**config.mk**
```make
export PLATFORM = sky130hd
export DESIGN_NAME = fd_fetch_buffer
export DESIGN_NICKNAME = d
export VERILOG_FILES = /design/src/rtl/fd_fetch_buffer_pkg.sv /design/src/rtl/fd_exc_check.sv /design/src/rtl/fd_fetch_buffer.sv
export SDC_FILE = /design/constraint.sdc
export NUM_CORES = 1
export LEC_CHECK = 0
export ABC_AREA = 1
export ABC_CLOCK_PERIOD_IN_PS = 11800
export CAP_MARGIN = 40
export CORE_ASPECT_RATIO = 0.7
export CORE_MARGIN = 2
export CORE_UTILIZATION = 38
export DETAILED_ROUTE_END_ITERATION = 12
export HOLD_SLACK_MARGIN = 0.15
export PLACE_DENSITY = 0.66
export SETUP_SLACK_MARGIN = 0.5
export SYNTH_ARGS = -nofsm -noshare
export SYNTH_HDL_FRONTEND = slang
export SYNTH_SLANG_ARGS = --single-unit
```
**constraint.sdc**
```tcl
create_clock -name clk -period 11.8 [get_ports clk]
set_clock_uncertainty 0.1 [all_clocks]
set_input_delay 1.18 -clock clk [delete_from_list [all_inputs] [get_ports clk]]
set_output_delay 1.18 -clock clk [all_outputs]
set_load 0.01 [all_outputs]
```
**src/rtl/fd_fetch_buffer_pkg.sv**
```systemverilog
// rtl/fd_fetch_buffer_pkg.sv - shared constants and fetch entry type for the fetch buffer
package fd_fetch_buffer_pkg;

  localparam logic [31:0] PC_RESET_VAL = 32'h0000_3000;
  localparam logic [31:0] IM_LAST_ADDR = 32'h0000_6FFC;
  localparam logic [4:0]  EXC_NONE     = 5'd0;
  localparam logic [4:0]  EXC_ADEL     = 5'd4;

  typedef struct packed {
    logic [31:0] pc;
    logic [31:0] instr;
    logic [4:0]  exccode;
  } fetch_entry_t;

endpackage

```
**src/rtl/fd_exc_check.sv**
```systemverilog
// rtl/fd_exc_check.sv - combinational fetch address check producing AdEL for bad PCs
module fd_exc_check
  import fd_fetch_buffer_pkg::*;
#(
  parameter logic [31:0] IM_BASE = PC_RESET_VAL,
  parameter logic [31:0] IM_LAST = IM_LAST_ADDR
) (
  input  logic [31:0] f_pc,
  output logic [4:0]  exccode
);

  // Misaligned or outside instruction memory raises AdEL.
  always_comb begin
    exccode = EXC_NONE;
    if ((f_pc[1:0] != 2'b00) || (f_pc < IM_BASE) || (f_pc > IM_LAST)) begin
      exccode = EXC_ADEL;
    end
  end

endmodule

```
**src/rtl/fd_fetch_buffer.sv**
```systemverilog
// rtl/fd_fetch_buffer.sv - two-entry F/D fetch buffer with PC enable; FETCH_EXC_CHECK_EN adds AdEL tagging
module fd_fetch_buffer
  import fd_fetch_buffer_pkg::*;
#(
  parameter int          DEPTH   = 2,
  parameter logic [31:0] IM_BASE = PC_RESET_VAL,
  parameter logic [31:0] IM_LAST = IM_LAST_ADDR
) (
  input  logic        clk,
  input  logic        reset,
  input  logic [31:0] f_pc,
  input  logic [31:0] f_instr,
  input  logic        f_valid,
  output logic        pc_en,
  input  logic        flush,
  output logic        d_valid,
  input  logic        d_ready,
  output logic [31:0] d_pc,
  output logic [31:0] d_instr,
  output logic [4:0]  d_exccode
);

  // Only a two-entry buffer is built; catch other settings at elaboration.
  if (DEPTH != 2 || IM_BASE > IM_LAST) begin : g_bad_cfg
    $error("fd_fetch_buffer: DEPTH must be 2 and IM_BASE <= IM_LAST");
  end

  logic [1:0]   count_q, count_d;
  logic         rd_ptr_q, rd_ptr_d;
  logic         wr_ptr_q, wr_ptr_d;
  fetch_entry_t mem_q [2];
  fetch_entry_t mem_d [2];

  logic         push;
  logic         pop;
  logic [4:0]   new_exc;
  logic [31:0]  new_instr;
  fetch_entry_t head;

`ifdef FETCH_EXC_CHECK_EN
  fd_exc_check #(
    .IM_BASE (IM_BASE),
    .IM_LAST (IM_LAST)
  ) u_exc_check (
    .f_pc    (f_pc),
    .exccode (new_exc)
  );
  assign new_instr = (new_exc != EXC_NONE) ? 32'h0 : f_instr;
`else
  assign new_exc   = EXC_NONE;
  assign new_instr = f_instr;
`endif

  // Handshakes and head presentation; everything here derives from registered state.
  always_comb begin
    pc_en     = (count_q != 2'd2);
    d_valid   = (count_q != 2'd0);
    push      = f_valid & pc_en & ~flush;
    pop       = d_valid & d_ready;
    head      = mem_q[rd_ptr_q];
    d_pc      = d_valid ? head.pc      : 32'h0;
    d_instr   = d_valid ? head.instr   : 32'h0;
    d_exccode = d_valid ? head.exccode : EXC_NONE;
  end

  // Next-state: flush empties the buffer, otherwise push/pop move pointers and count.
  always_comb begin
    count_d  = count_q;
    rd_ptr_d = rd_ptr_q;
    wr_ptr_d = wr_ptr_q;
    mem_d    = mem_q;
    if (flush) begin
      count_d  = 2'd0;
      rd_ptr_d = 1'b0;
      wr_ptr_d = 1'b0;
    end else begin
      if (push) begin
        mem_d[wr_ptr_q] = '{pc: f_pc, instr: new_instr, exccode: new_exc};
        wr_ptr_d        = ~wr_ptr_q;
      end
      if (pop) begin
        rd_ptr_d = ~rd_ptr_q;
      end
      count_d = count_q + {1'b0, push} - {1'b0, pop};
    end
  end

  // Control state register with synchronous reset.
  always_ff @(posedge clk) begin
    if (reset) begin
      count_q  <= 2'd0;
      rd_ptr_q <= 1'b0;
      wr_ptr_q <= 1'b0;
    end else begin
      count_q  <= count_d;
      rd_ptr_q <= rd_ptr_d;
      wr_ptr_q <= wr_ptr_d;
    end
  end

  // Entry storage needs no reset: outputs are masked while the buffer is empty.
  always_ff @(posedge clk) begin
    mem_q <= mem_d;
  end

endmodule
```
==> results_dict.tcl, run 1 <==
# implementation run metrics
set metrics [dict create \
    reg2reg_from "count_q[0]" \
    regArea_um2 3930 \
    status "finished clean" \
    simple_gate_share 0.113 \
    numPortBuffers 134 \
    p_sw_frac 0.197 \
    wl_per_cell_um 15.2 \
    final_util 0.544 \
    layout.area.comb_um2 956 \
    pwr-share-comb 0.073 \
    yosysUniqueCellTypes 13 \
    synth_chip_area_um2 5030 \
    path_cells "buf_4, nand2_1, a21oi_1, clkdlybuf4s50_1" \
    switchingPower_w 0.000222 \
    clock_net_power_w 0.000507 \
    cp_max_fo 66 \
    first_iter_violations 179 \
    clk_pin_slew_ns 0.06 \
    drtAntennaViolNets 0 \
    tightest_slew_ns 0.731 \
    ys_sh_xor 0 \
    grt_pass1_vias 3339 \
    layout-drive-gt1-share 0.0730 \
    drc_errors 0 \
    reg_top3 "mem_q x128, count_q x2" \
    ys_sh_adder 0.00497 \
    placed_area_um2 6530 \
    path_depth 4 \
    post-place-cells 669 \
    slowest_stage "clkdlybuf4s50_1" \
    place_ws_ns 8.23 \
    fmax_mhz 282 \
    fin_crit_ns 3.55 \
    dieWidth_um 142 \
    fillerInstances 1085 \
    nets 593 \
    grt_overflow 0 \
    finalCritPeriodShare 0.300 \
    diodes 0 \
    pin_count 140 \
    tritoncts "built" \
    power_top_consumer "registers" \
    cts-resized-gates 0 \
    setup_viol 0 \
    vias 3251 \
    htreeDepth 4 \
    path_delay_family "buffers and inverters" \
    largest_register "mem_q" \
    p_total_w 0.00112 \
    topCellsByArea "edfxtp_1 76%, nand2_1 10%, a21oi_1 6.6%" \
    syn-mean-instance-area_um2 13.1 \
    fp_util 0.386 \
    grt_max_degree 67 \
    maxSlewViolCount 0 \
    clock_path_buffers 2 \
    grtUsageTotal 0.156 \
    hold-worst-slack_ns 0.457 \
    pwr-share-clk 0.452 \
    hold_buffers 0 \
    synth_cells 384 \
    final_cells 700 \
    p_per_area_nw_per_um2 158 \
    slew_headroom 0.513 \
    rows 35 \
    cts.sinks 132 \
    drt-pass1-iter-count 4 \
    warning_count 26 \
    p_int_w 0.000901 \
    ff2ff_path_depth 5 \
    ys_top_logic_family "simple AND/OR/NAND/NOR gates" \
    dp_hpwl_um 6460 \
    antenna_found_initial 0 \
    rrSetupSlack_ns 9.52 \
    endpoint "d_instr[2]" \
    drt_wl_total_um 10600 \
    pg_comb_w 0.0000821 \
    required_ns 10.52 \
    numSynthFlops 132 \
    rsz0062_at_grt "no" \
    top_area_frac 0.764 \
    core-area_um2 13100 \
    die_h_um 100 \
    cap_violations 0 \
    largest_register_ffs 128 \
    p_seq_w 0.000533 \
    place.gp.congestion 0.770 \
    chip_area_um2 14200 \
    vias_per_cell 4.64 \
    crit_path_start "rd_ptr_q" \
    ys_sh_aoi 0.0656 \
    ys_seq_frac 0.780 \
    synth.area.mux_share 0 \
    crit_buf_inv 2 \
    power_frac_seq 0.475 \
    postCtsSetupBuffers 0 \
    ys_cells 384 \
    yosys.area.top_type "edfxtp_1" \
    synth_warnings 0 \
    hold_violations 0 \
    criticalPathCategory "reg2out" \
    cpPeakStageDelay_ns 0.58 \
    min_path_type "reg2reg" \
    netlist_area_um2 5030 \
    irDropWorstVdd_mv 0.0877 \
    clock-root-buffer "clkbuf_16" \
]
-- run 1: cells in the final DEF, fill, tap and decap left out --
master	instances
nand2_1	136
clkdlybuf4s50_1	134
edfxtp_1	128
a21oi_1	66
clkbuf_16	17
inv_1	7
nor2_1	7
clkinv_2	6
conb_1	5
buf_4	4
nand3_1	3
bufinv_16	3
dfxtp_1	3
nor2_4	2
inv_2	2
ha_1	2
clkbuf_1	2
clkinvlp_4	2
buf_12	2
nor3b_1	1
clkinv_1	1
dfxtp_2	1
-- run 1: cell usage after synthesis --
cell / number
buf_2: 15
nand2_1: 136
nor2_1: 9
inv_2: 1
nand3_1: 3
edfxtp_1: 128
dfxtp_1: 4
buf_4: 10
conb_1: 1
nor3b_1: 1
inv_1: 8
ha_1: 2
a21oi_1: 66
-- run 1: worst min path at each step --
stage | from | end | slack, ns | depth (start not counted)
floorplan | wr_ptr_q | wr_ptr_q | 0.37 | 2
global placement | wr_ptr_q | wr_ptr_q | 0.45 | 2
detailed placement | wr_ptr_q | wr_ptr_q | 0.45 | 2
CTS | wr_ptr_q | wr_ptr_q | 0.46 | 2
global route | wr_ptr_q | wr_ptr_q | 0.50 | 2
finish | wr_ptr_q | wr_ptr_q | 0.46 | 2
-- run 1: worst register-to-register path, stage by stage (launching register included) --
cell and delay, ns:
dfxtp_1 0.40, inv_1 0.07, nand2_1 0.13, nand3_1 0.15
inv_2 0.46, buf_4 0.58
-- run 1: routing by layer --
layer	GRT usage	up-vias	wire, um
li1	-	1607	-
met1	0.199	1537	4730
met2	0.257	105	5150
met3	0.0549	2	734
met4	0.0438	0	24
met5	0	-	0
-- run 1: area by class of cell --
class	instances	area share
clock buffer	19	0.0609
clock inverter	12	0.0195
inverter	9	0.00475
multi-input combinational	222	0.135
sequential	132	0.552
tap	166	0.0292
timing repair buffer	140	0.199
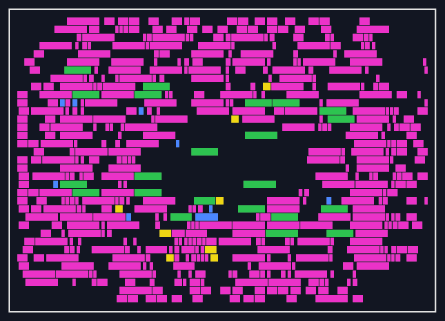
(run_1/sizing.png)
Scale: 3 px per um.
| color | size | cells | share |
|---|---|---|---|
| yellow | x3 and x4 | 8 | 1.5% |
| magenta | x1 and smaller | 495 | 93% |
| blue | x2 | 9 | 1.7% |
| green | x6 and larger | 22 | 4.1% |
bufs w/o clock: 140
Final WS setup: 8.25 ns
fin area: 7110 um^2
P&R area growth vs syn: 41.2%

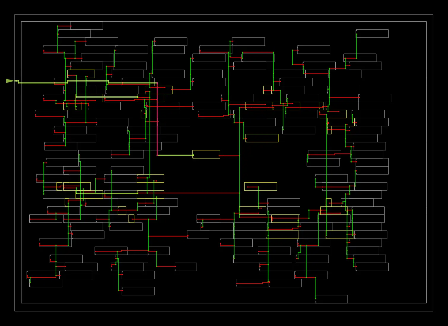
(run_1/clock_nets.png)
clock latency on the worst-skew pair: 0.40 ns
CTS Buf Count: 17

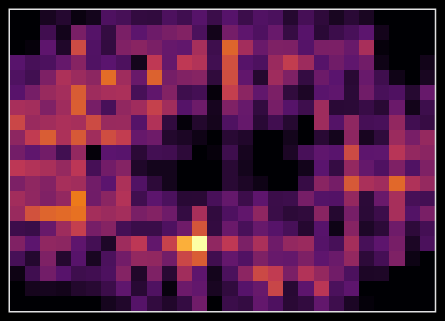
(run_1/route_heat.png)
Scale: 3 px per um. 28 x 20 tiles, from black (low) to pale yellow (high), scaled to the fullest tile. Values are wire area over tile area, all layers added.
densest ninth of the die: west
nearly empty tiles: 12%
mean over tiles: 0.12
fullest tile: 0.49
emptiest ninth of the die: center
tiles over half the peak: 7.0%

## Run 2: what changed since run 1
--- a/config.mk
+++ b/config.mk
@@ -6,7 +6,7 @@
 export NUM_CORES = 1
 export LEC_CHECK = 0
 export ABC_AREA = 1
-export ABC_CLOCK_PERIOD_IN_PS = 11800
+export ABC_CLOCK_PERIOD_IN_PS = 3600
 export CAP_MARGIN = 40
 export CORE_ASPECT_RATIO = 0.7
 export CORE_MARGIN = 2
==> constraint.sdc (replaced) <==
create_clock -name clk -period 3.6 [get_ports clk]
set_clock_uncertainty 0.1 [all_clocks]
set_input_delay 0.36 -clock clk [delete_from_list [all_inputs] [get_ports clk]]
set_output_delay 0.36 -clock clk [all_outputs]
set_load 0.01 [all_outputs]
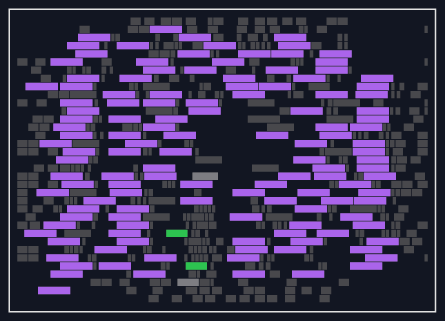
(run_2/ff_map.png)
Scale: 3 px per um.
| color | netlist name | flops |
|---|---|---|
| green | count_q | 2 |
| purple | mem_q | 128 |

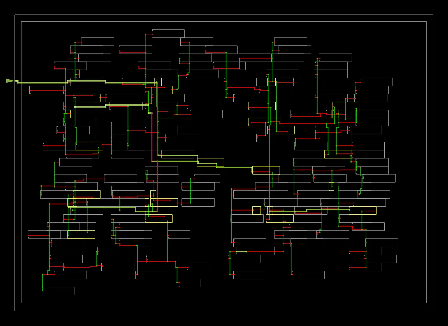
(run_2/clock_nets.png)
total clock network power: 0.00152 W
clock buffers: 19
Clock Sinks: 132
registers: 132

==> run 2 against run 1 <==
  * Sequential power increased to 3.3 times the previous value
  * Synthesized cell count unchanged
  * Setup slack got worse by 7.5 ns
  * Clock power went up to 3.0 times the previous value
  * Total power rose to 3.2 times the previous value
  * First-iteration DRC count up 63%
  * Cell count up 0.43%
  * Via count is 2.6% higher
  * Global-route usage is 0.55 points higher
  * Count of clock-buffer cells in the layout stayed put
  * Critical path type unchanged
  * Critical endpoint is now d_instr[0]
==> results_dict.tcl, run 2 <==
# implementation run metrics
set metrics [dict create \
    status "finished clean" \
    reg_top3 "mem_q x128, count_q x2" \
    tightest_slew_ns 0.612 \
    fin_crit_ns 2.84 \
    irDropWorstVdd_mv 0.318 \
    p_per_area_nw_per_um2 500 \
    most_common_cell "nand2_1" \
    fp_util 0.386 \
    topCellsByArea "edfxtp_1 76%, nand2_1 10%, a21oi_1 6.6%" \
    required_ns 3.14 \
    vias 3336 \
    ys_sh_adder 0.00497 \
    dieWidth_um 142 \
    pg_comb_w 0.000271 \
    tritoncts "built" \
    pwr-share-comb 0.077 \
    final_cell_mix "136 x nand2_1, 134 x clkdlybuf4s50_1, 128 x edfxtp_1, 66 x a21oi_1, 17 x clkbuf_16" \
    maxSlewViolCount 0 \
    synth.area.mux_share 0 \
    rsz0062_at_grt "no" \
    final_common_cell "nand2_1" \
    synth-edff-count 128 \
    drt-pass1-iter-count 6 \
    ff2ff_path_depth 9 \
    chip_area_um2 14200 \
    place.gp.congestion 0.748 \
    largest_register "mem_q" \
    ff_type "edfxtp_1" \
    clock_path_buffers 2 \
    drt_wl_total_um 11000 \
    diodes 0 \
    wl_per_cell_um 15.7 \
    synth_chip_area_um2 5030 \
    dp_hpwl_um 6900 \
    vias_per_cell 4.75 \
    yosysUniqueCellTypes 13 \
    first_iter_violations 291 \
    setup_viol 0 \
    p_int_w 0.00281 \
    synth_cells 384 \
    cts-resized-gates 0 \
    grtUsageTotal 0.162 \
    top_layer_used "met4" \
    clk_pin_slew_ns 0.05 \
    ys_sh_xor 0 \
    final_cells 703 \
    drtAntennaViolNets 0 \
    hold-worst-slack_ns 0.438 \
    rrSetupSlack_ns 1.49 \
    hold_violations 0 \
    yosys.area.top_type "edfxtp_1" \
    pin_count 140 \
    simple_gate_share 0.113 \
    grt_overflow 0 \
    layout-drive-gt1-share 0.0764 \
    post-place-cells 671 \
    pwr-share-clk 0.429 \
    grt_max_degree 46 \
    power_top_consumer "registers" \
    clock_latency_ns 0.40 \
    switchingPower_w 0.000726 \
    min_to "mem_q[116]" \
    numPortBuffers 134 \
    area_growth_pct 40.4 \
    reg2reg_from "count_q[1]" \
    top_area_frac 0.764 \
    p_seq_w 0.00175 \
    cap_violations 0 \
    hold_path_depth 1 \
    drt-met1-wl_um 4880 \
    syn-mean-instance-area_um2 13.1 \
    die_h_um 100 \
    min_from "f_pc[10]" \
    core-area_um2 13100 \
    warning_count 26 \
    criticalPathCategory "reg2out" \
    wl_met2_um 5360 \
    largest_register_ffs 128 \
    clock-root-buffer "clkbuf_16" \
    finalCritPeriodShare 0.790 \
    ys_seq_frac 0.780 \
    netlist_area_um2 5030 \
]
run 2: per-stage QoR:
stage / cell area [um^2] / util / total power (W) / setup slack, ns
finish: 7070 / 0.541 / 0.00354 / 0.755
global route: 7070 / 0.541 / 0.00367 / 0.586
CTS: 7060 / 0.541 / 0.00358 / 0.560
detailed placement: 6540 / 0.501 / 0.00205 / 1.01
global placement: 6540 / 0.501 / 0.00205 / 1.04
floorplan: 5050 / - / 0.00188 / 0.779
run 2: area by class of cell:
type	instances	area (um^2)
clock inverter	13	92.6
inverter	9	35.0
fill	1083	5980
multi-input combinational	222	956
tap	166	208
clock buffer	19	433
timing repair buffer	142	1410
sequential	132	3930
run 2: worst max path at each step:
stage               start    endpoint  slack [ns]  depth (start not counted)
4_1_cts          rd_ptr_q  d_instr[0]        0.56                          5
2_1_floorplan  count_q[0]  mem_q[100]        0.78                          4
5_1_grt          rd_ptr_q  d_instr[0]        0.59                          5
3_5_place_dp     rd_ptr_q  d_instr[0]        1.01                          5
6_report         rd_ptr_q  d_instr[0]        0.76                          5
3_3_place_gp     rd_ptr_q  d_instr[0]        1.04                          5
run 2: cells by family (layout without fill, tap and decap cells):
kind of cell | count (synthesis) | after routing
AOI/OAI and AO/OA | 66 | 66
DFF | 132 | 132
buffers and inverters | 34 | 183
other | 1 | 5
and+or+nand+nor | 149 | 149
adders and majority gates | 2 | 2
run 2: worst max-delay path, cell delays in order, from the launching register on:
cell,delay (ns)
dfxtp_4,0.45
clkinv_2,0.27
buf_12,0.27
nand2_1,0.08
a21oi_1,0.27
clkdlybuf4s50_1,0.61
run 2: routing by layer:
metal / vias to the layer above / global-route usage
met3: 8 / 0.0549
met2: 102 / 0.265
met1: 1613 / 0.205
met5: - / 0
met4: 0 / 0.0538
li1: 1613 / -
## Run 3: what changed since run 2
--- a/config.mk
+++ b/config.mk
@@ -6,7 +6,7 @@
 export NUM_CORES = 1
 export LEC_CHECK = 0
 export ABC_AREA = 1
-export ABC_CLOCK_PERIOD_IN_PS = 3600
+export ABC_CLOCK_PERIOD_IN_PS = 3000
 export CAP_MARGIN = 40
 export CORE_ASPECT_RATIO = 0.7
 export CORE_MARGIN = 2
==> constraint.sdc (replaced) <==
create_clock -name clk -period 3 [get_ports clk]
set_clock_uncertainty 0.1 [all_clocks]
set_input_delay 0.3 -clock clk [delete_from_list [all_inputs] [get_ports clk]]
set_output_delay 0.3 -clock clk [all_outputs]
set_load 0.01 [all_outputs]
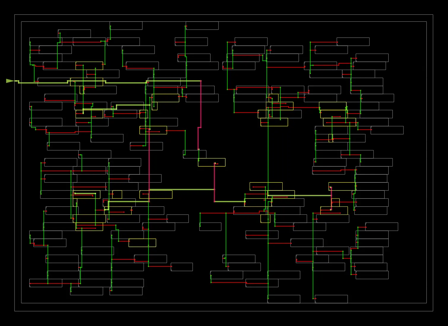
(run_3/clock_nets.png)
total clock network power: 0.00222 W
clock buffers: 20

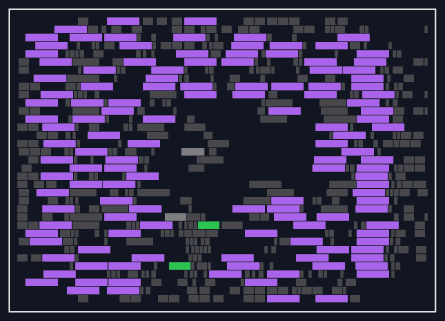
(run_3/ff_map.png)
Scale: 3 px per um.
| color | netlist name | flops |
|---|---|---|
| purple | mem_q | 128 |
| green | count_q | 2 |
not colored: 2
Register Area: 3930 um^2
final core utilization: 0.556
flop share of the area: 0.541
Seq power: 0.00210 W

==> run 3 against run 2 <==
  * Utilization increased by 1.5 points
  * Wire length fell by 0.43%
  * Largest cell class unchanged
  * Critical endpoint is now d_instr[1]
  * Sequential cell count is the same
  * Non-clock buffer count rose by 2
  * Sequential share of layout area shrank 1.5 points
  * Via count fell by 0.66%
  * Synthesized area is the same
  * First-iteration DRC count fell by 61%
  * Largest power group is now clock
  * Critical path type unchanged
  * Cell count increased by 0.28%
==> results_dict.tcl, run 3 <==
# implementation run metrics
set metrics [dict create \
    grt-busiest-layer "met2" \
    layout.area.comb_um2 956 \
    chip_area_um2 14200 \
    synth_chip_area_um2 5030 \
    rrSetupSlack_ns 1.07 \
    tightest_slew_ns 0.528 \
    wl_met2_um 5150 \
    place.gp.congestion 0.723 \
    syn-mean-instance-area_um2 13.1 \
    wl_per_cell_um 15.6 \
    irDropWorstVdd_mv 0.378 \
    dieWidth_um 142 \
    rsz0062_at_grt "no" \
    hold_violations 0 \
    cpPeakStageDelay_ns 0.59 \
    numPortBuffers 134 \
    clock_path_buffers 2 \
    criticalPathCategory "reg2out" \
    synth_cells 384 \
    place_ws_ns 0.739 \
    most_common_cell "nand2_1" \
    drt_wl_total_um 11000 \
    area_growth_pct 44.2 \
    gr-usage-met2 0.260 \
    cts.sinks 132 \
    p_total_w 0.00464 \
    diodes 0 \
    wl_met3_um 726 \
    final_cell_mix "136 x nand2_1, 133 x clkdlybuf4s50_1, 128 x edfxtp_1, 66 x a21oi_1, 17 x clkbuf_16" \
    yosysUniqueCellTypes 13 \
    first_iter_violations 113 \
    crit_buf_inv 3 \
    drt-met1-wl_um 5030 \
    setup_viol 0 \
    fillerInstances 1074 \
    synth-edff-count 128 \
    drt-pass1-iter-count 6 \
    grt_overflow 0 \
    ys_seq_frac 0.780 \
    layout-drive-gt1-share 0.0816 \
    tritoncts "built" \
    required_ns 2.60 \
    final_common_cell "nand2_1" \
    finalCritPeriodShare 0.796 \
    path_cells "inv_6, buf_6, nand2_1, a21oi_1, clkdlybuf4s50_1" \
    largest_register_ffs 128 \
    grt_pass1_wl_um 17200 \
    crit_path_start "rd_ptr_q" \
    vias_per_cell 4.70 \
    core-area_um2 13100 \
    fin_crit_ns 2.39 \
    ff_type "edfxtp_1" \
    dp_hpwl_um 6730 \
    path_depth 5 \
    p_per_area_nw_per_um2 640 \
    clk_pin_slew_ns 0.06 \
    worst_slack_ns 0.613 \
    final_cells 705 \
    die_h_um 100 \
    grt_max_degree 66 \
    rows 35 \
    status "finished clean" \
    vias 3314 \
    slowest_stage "clkdlybuf4s50_1" \
    hold-worst-slack_ns 0.371 \
    ff2ff_path_depth 10 \
    netlist_area_um2 5030 \
    warning_count 26 \
    grt.met3_usage 0.0530 \
    reg_top3 "mem_q x128, count_q x2" \
    placed_area_um2 6590 \
    yosys.area.top_type "edfxtp_1" \
    clock-root-buffer "clkbuf_16" \
    finalSetupTns_ns 0 \
    stdcell_area_um2 7260 \
    pin_count 140 \
    largest_register "mem_q" \
    drtAntennaViolNets 0 \
    numCtsBuffers 17 \
    top_layer_used "met4" \
    post-place-cells 673 \
    cp_max_fo 17 \
    top_area_frac 0.764 \
    maxSlewViolCount 0 \
    grtUsageTotal 0.161 \
    endpoint "d_instr[1]" \
    met1_usage 0.209 \
    fp_util 0.386 \
    clock_latency_ns 0.40 \
    path_delay_family "buffers and inverters" \
]
run 3: netlist changes by cell type in the layout (fill, tap and decap cells not counted), moves of 2 or more:
cell,change
buf_4,-4
inv_6,+2
buf_12,+4
bufinv_16,+4
clkinv_2,-8
clkinv_1,-2
clkinv_4,+2
run 3: cell families after synthesis:
kind of cell / Yosys count / share of synthesized area
adders and majority gates: 2 / 0.00497
other: 1 / 0.000745
buffers and inverters: 34 / 0.0365
DFF: 132 / 0.780
and+or+nand+nor: 149 / 0.113
AOI/OAI and AO/OA: 66 / 0.0656
run 3: timing repair:
action                     in CTS  in global routing
buffers inserted                0                  0
resized                         3                  7
pin swaps                       0                  0
setup endpoints to repair      31                 12
run 3: where the power goes:
| group | total (W) | internal (W) | switching [W] |
|---|---|---|---|
| Sequential | 0.00210 | 0.00208 | 0.0000131 |
| Clock | 0.00222 | 0.00148 | 0.000742 |
| Combinational | 0.000330 | 0.000176 | 0.000154 |
run 3: worst min-delay path by stage:
stage	from	cells past startpoint	slack [ns]	endpoint
3_3_place_gp	wr_ptr_q	2	0.45	wr_ptr_q
4_1_cts	f_pc[17]	1	0.36	mem_q[54]
6_report	f_pc[4]	1	0.37	mem_q[110]
2_1_floorplan	flush	1	0.28	count_q[0]
3_5_place_dp	wr_ptr_q	2	0.46	wr_ptr_q
5_1_grt	f_instr[17]	1	0.35	mem_q[91]
run 3: area by class of cell:
cell class                 instances  share of cell area
clock buffer                      20              0.0601
clock inverter                    12              0.0281
inverter                           9             0.00534
multi-input combinational        222               0.132
sequential                       132               0.541
tap                              166              0.0286
timing repair buffer             144               0.206

==> notes/layouts.md <==
Pictures saved along the way, in no particular order.

Metal 3.
Scale: 3 px per um.
picture 1
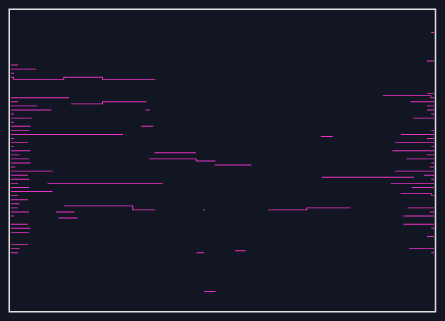
picture 2
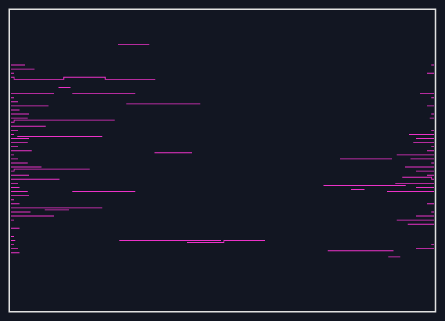
picture 3
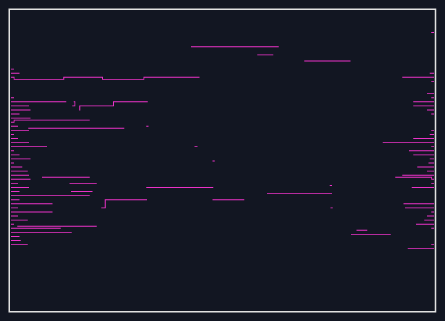
| picture | from |
|---|---|
| picture 3 | run 3 |
| picture 2 | run 1 |
| picture 1 | run 2 |

Key to picture 3:
nets with wire on the layer: 84
main direction: horizontal
share of all routed wire: 6.6%

Power figures rest on the tool's default switching activity, not on a simulated workload.
